[src/rtl/prbs_err_window.sv]
// prbs_err_window -- error-density window used for loss-of-lock detection.
// Counts en-qualified bits in fixed windows of WIN bits and the errors within
// the current window. loss is asserted combinationally on the step that
// brings the window error count up to LOSS_THR.
// Ports:
//   clk, arst : clock, synchronous active-high reset
//   step      : one checked bit this cycle (en while locked)
//   error     : that bit was mismatched
//   restart   : hold the window cleared (checker not locked)
//   loss      : this step trips the loss threshold
module prbs_err_window #(
   parameter int WIN      = 64,
   parameter int LOSS_THR = 8
) (
   input  logic clk,
   input  logic arst,
   input  logic step,
   input  logic error,
   input  logic restart,
   output logic loss
);

   localparam int WC_W = (WIN > 1) ? $clog2(WIN) : 1;
   localparam int WE_W = $clog2(LOSS_THR + 1);

   logic [WC_W-1:0] win_cnt;
   logic [WE_W-1:0] win_err;

   assign loss = step && error && (win_err == WE_W'(LOSS_THR - 1));

   always_ff @(posedge clk) begin
      if (arst || restart) begin
         win_cnt <= '0;
         win_err <= '0;
      end else if (step) begin
         // Loss takes priority over the window rollover; both clear the window.
         if (loss || (win_cnt == WC_W'(WIN - 1))) begin
            win_cnt <= '0;
            win_err <= '0;
         end else begin
            win_cnt <= win_cnt + WC_W'(1);
            if (error && (win_err != WE_W'(LOSS_THR)))
               win_err <= win_err + WE_W'(1);
         end
      end
   end

endmodule

[config.mk]
export PLATFORM = sky130hd
export DESIGN_NAME = prbs_err_window
export DESIGN_NICKNAME = d
export VERILOG_FILES = /design/src/rtl/prbs_err_window.sv
export SDC_FILE = /design/constraint.sdc
export NUM_CORES = 1
export LEC_CHECK = 0
export ABC_AREA = 1
export ABC_CLOCK_PERIOD_IN_PS = 2100
export CAP_MARGIN = 5
export CORE_AREA = 4 4 41 43
export CTS_CLUSTER_SIZE = 16
export DETAILED_ROUTE_END_ITERATION = 10
export DIE_AREA = 0 0 45 47
export SYNTH_ARGS = -nofsm -noshare
export SYNTH_HDL_FRONTEND = slang
export SYNTH_SLANG_ARGS = --single-unit
[constraint.sdc]
create_clock -name clk -period 2.1 [get_ports clk]
set_input_delay 0.21 -clock clk [delete_from_list [all_inputs] [get_ports clk]]
set_output_delay 0.21 -clock clk [all_outputs]
set_load 0.005 [all_outputs]
==> images/logic_types.png <==
(10 px per micron)
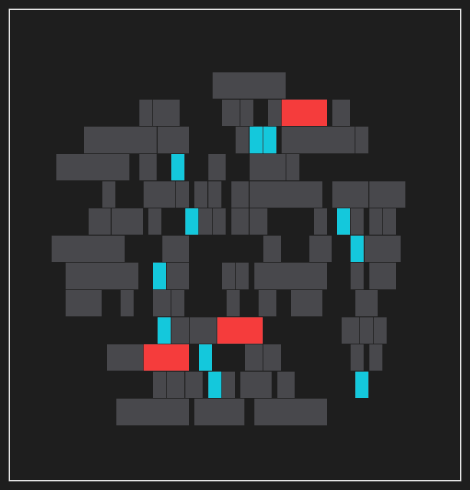
fa/ha/maj cells: drawn in red, cells 3. inv cells: drawn in cyan, cells 11.

==> images/io_fan.png <==
(6 px per micron)
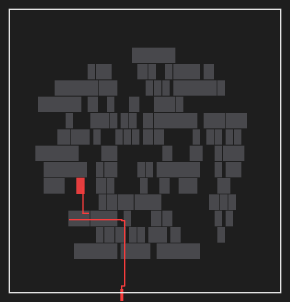
restart: drawn in red, direction input, edge south, end cells 1, buffers 1, wire 26.7 microns.

==> images/sizes.png <==
(10 px per micron)
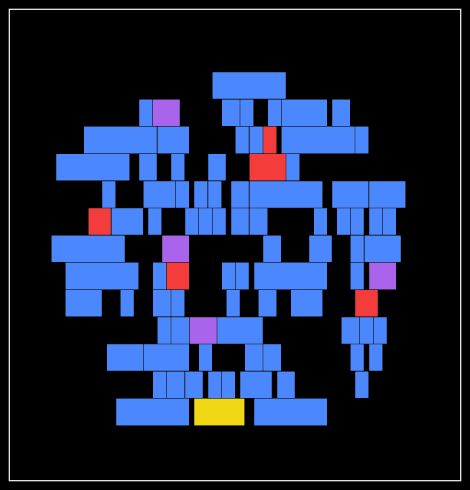
_3 and _4 cells: drawn in purple, cells 4. _0 and _1 cells: drawn in blue, cells 80. _6 and larger: drawn in yellow, cells 1. _2 cells: drawn in red, cells 5.

==> images/metal_density.png <==
(8 px per micron) The die is cut into 9 by 9 equal tiles; black is low, pale yellow is high, scaled to the fullest tile. Values are wire area over tile area, all layers added.
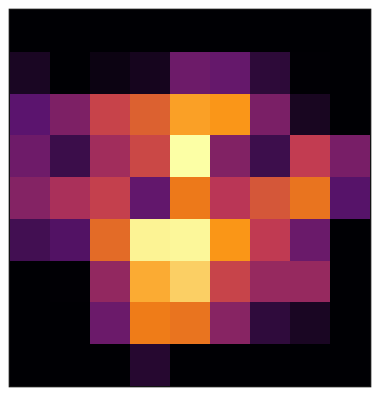
26% of the tiles are over half the peak. The fullest tile reaches 0.29. The emptiest ninth of the die: north-east.

flip-flops by register name, indices dropped and copies added, names as in the netlist:
| signal | count |
|---|---|
| win_cnt | 6 |
| win_err | 4 |
logic make-up (layout without fill, tap and decap cells):
| group | count (synthesis) | count (layout) | share of synthesized area [%] |
|---|---|---|---|
| flops | 10 | 10 | 36.3 |
| xor+xnor | 5 | 5 | 7.94 |
| fa+ha+maj | 3 | 3 | 6.80 |
| buf+inv | 11 | 21 | 7.48 |
| simple gates | 43 | 43 | 34.2 |
| compound gates | 8 | 8 | 7.25 |
worst max-delay path, stage by stage (launching register included):
cell and delay, ps:
dfxtp_1 380, ha_1 220, nand3_1 100, nor2_1 130, clkdlybuf4s50_1 520
cells in the mapped netlist (all sizes together):
master and number:
nand2 17, nor2 15, inv 11, dfxtp 10
a21oi 7, nand3 7, xor2 4, ha 3
nor3 3, nand4 1, o21ai 1, xnor2 1
per-layer routing:
| layer | wire length [microns] | global-route usage (%) | share of wire (%) | up-vias |
|---|---|---|---|---|
| li1 | - | - | - | 276 |
| met1 | 592 | 16.8 | 54 | 218 |
| met2 | 411 | 16.4 | 38 | 12 |
| met3 | 66 | 2.30 | 6.1 | 4 |
| met4 | 19 | 8.77 | 1.7 | 0 |
| met5 | 0 | 0 | 0 | - |
how the worst min path moves through the flow:
stage / from / end / slack, ps / depth (start not counted)
after global placement: win_cnt[0]$_SDFFE_PP0P_ / win_cnt[0]$_SDFFE_PP0P_ / 470 / 2
after floorplan: step / win_cnt[0]$_SDFFE_PP0P_ / 360 / 2
final: win_cnt[0]$_SDFFE_PP0P_ / win_cnt[0]$_SDFFE_PP0P_ / 480 / 2
after CTS: win_cnt[0]$_SDFFE_PP0P_ / win_cnt[0]$_SDFFE_PP0P_ / 480 / 2
after global routing: win_cnt[0]$_SDFFE_PP0P_ / win_cnt[0]$_SDFFE_PP0P_ / 500 / 2
after detailed placement: win_cnt[0]$_SDFFE_PP0P_ / win_cnt[0]$_SDFFE_PP0P_ / 470 / 2
final cells by class:
type | count | area (sq um)
Multi-Input combinational cell | 59 | 310
Clock buffer | 4 | 36.3
Timing Repair Buffer | 6 | 57.6
Inverter | 11 | 41.3
Fill cell | 151 | 637
Tap cell | 15 | 18.8
Sequential cell | 10 | 200
power groups by stage:
stage	logic [mW]	registers [mW]	clock network (mW)
6_report	0.0294	0.194	0.177
5_1_grt	0.0331	0.194	0.188
4_1_cts	0.0295	0.194	0.181
3_5_place_dp	0.0296	0.198	0
3_3_place_gp	0.0294	0.198	0
2_1_floorplan	0.0151	0.198	0
stage by stage:
stage                     setup slack [ps]  instances  util, %  cell area (sq um)  hold WS, ps
after detailed placement               478        101     48.3                628          471
after floorplan                        897         80        -                552          357
after CTS                              263        105     51.1                664          484
final                                  270        105     51.1                664          483
after global placement                 499        101     48.3                628          472
after global routing                   148        105     51.1                664          505
==> run summary <==
Setup TNS = 0 ps
Antenna diode count = 0
Critical path launch point = win_err[0]$_SDFFE_PP0P_
Worst reg2reg startpoint = win_err[0]$_SDFFE_PP0P_
Via density = 4.86
Ys cells = 80
YS warnings = 0
Clock skew = 5.51 ps
Largest net degree at the start of global routing = 7
Post-synthesis instance area = 552 sq um
Die height = 47 microns
GR Overflow Total = 0
Final antenna-violating net count = 0
Synth Area per Inst = 6.90 sq um
Port Buffers = 5
Synth Register Bits = 10
Total routed wirelength = 1.09 mm
CP Max Fanout = 4
Worst Max-Slew Pin Slew = 209 ps
DR pass1 iterations = 4
Part of the power in registers = 48.4%
Slew HR = 86.0%
Slew Limit Fails = 0
Initial antenna violation count = 0
Post-Syn Instances = 80
Leading area contributor after synthesis = dfxtp_1
Num ports = 6
Power density cells = 603 nW/um^2
Switching part of the total = 22.5%
GRT Util Overall = 12.1%
Critical path required time = 1890 ps
Clk network pwr share = 44.2%
FF-to-FF setup slack = 700 ps
Insertion delay at the late pin of the worst-skew pair = 270 ps
First-pass GRT wire length = 1.83 mm
Worst setup path endpoint = loss
Synthesis-to-finish area growth = 20.4%
Die Width = 45 microns
Core utilization before placement = 42.4%
H-Tree Depth = 1
# hold bufs at CTS = 0
Arrival @ worst endpoint = 1620 ps
Achievable Freq = 546 MHz
Worst r2r dst = win_err[0]$_SDFFE_PP0P_
Total power = 401 uW
Core Box Area = 1300 sq um
DR vias = 510
Maximum capacitance violations = 0
Critical path type = reg -> out
Final worst path period share = 87.1%
Synthesis area per yosys = 552 sq um
Clock buffer depth = 2
Root Buffer = clkbuf_4
Psw = 90.1 uW
Resize count post-CTS = 0
DRC = 0
Row Count = 13
Wirelength per Cell = 10.4 microns
CTS tree = built
Largest type area fraction = 36.3%
Top area cell types = dfxtp_1 (36%), nand2_1 (10%), nor2_1 (9.5%)
Final nets = 99
Top Layout Cells = nand2_1 (15), nor2_1 (14), inv_1 (10), dfxtp_1 (10)
Outcome = finished, final reports clean
Vias in the first global route = 441
Placer congestion estimate = 0.762
Clock Pin Slew Worst Setup and Hold Paths = 70 ps
Post-CTS Setup Repair Bufs = 0
OpenROAD warnings = 27
Most common logic cell in the routed design = nand2_1
HP Class = reg -> reg
CTS sink cnt = 10
Cell Type Count = 16
RSZ-0062 raised after global routing = false
Final hold viol count = 0
Num CTS Buffers = 3
Logic pwr share = 7.3%
LEAKAGE = 0.280 nW
R2R depth = 8
Chip area = 2120 sq um
Layout cells sized above 1 = 11.1%
Internal power = 311 uW
Dpl hpwl = 815 microns
DR iter-0 viols = 15
VDD IR max = 0.289 mV
Critical Path End Type = output pin
Final setup viols = 0
Syn nets = 88
Synth Seq Share = 36.3%
Power figures rest on the tool's default switching activity, not on a simulated workload.
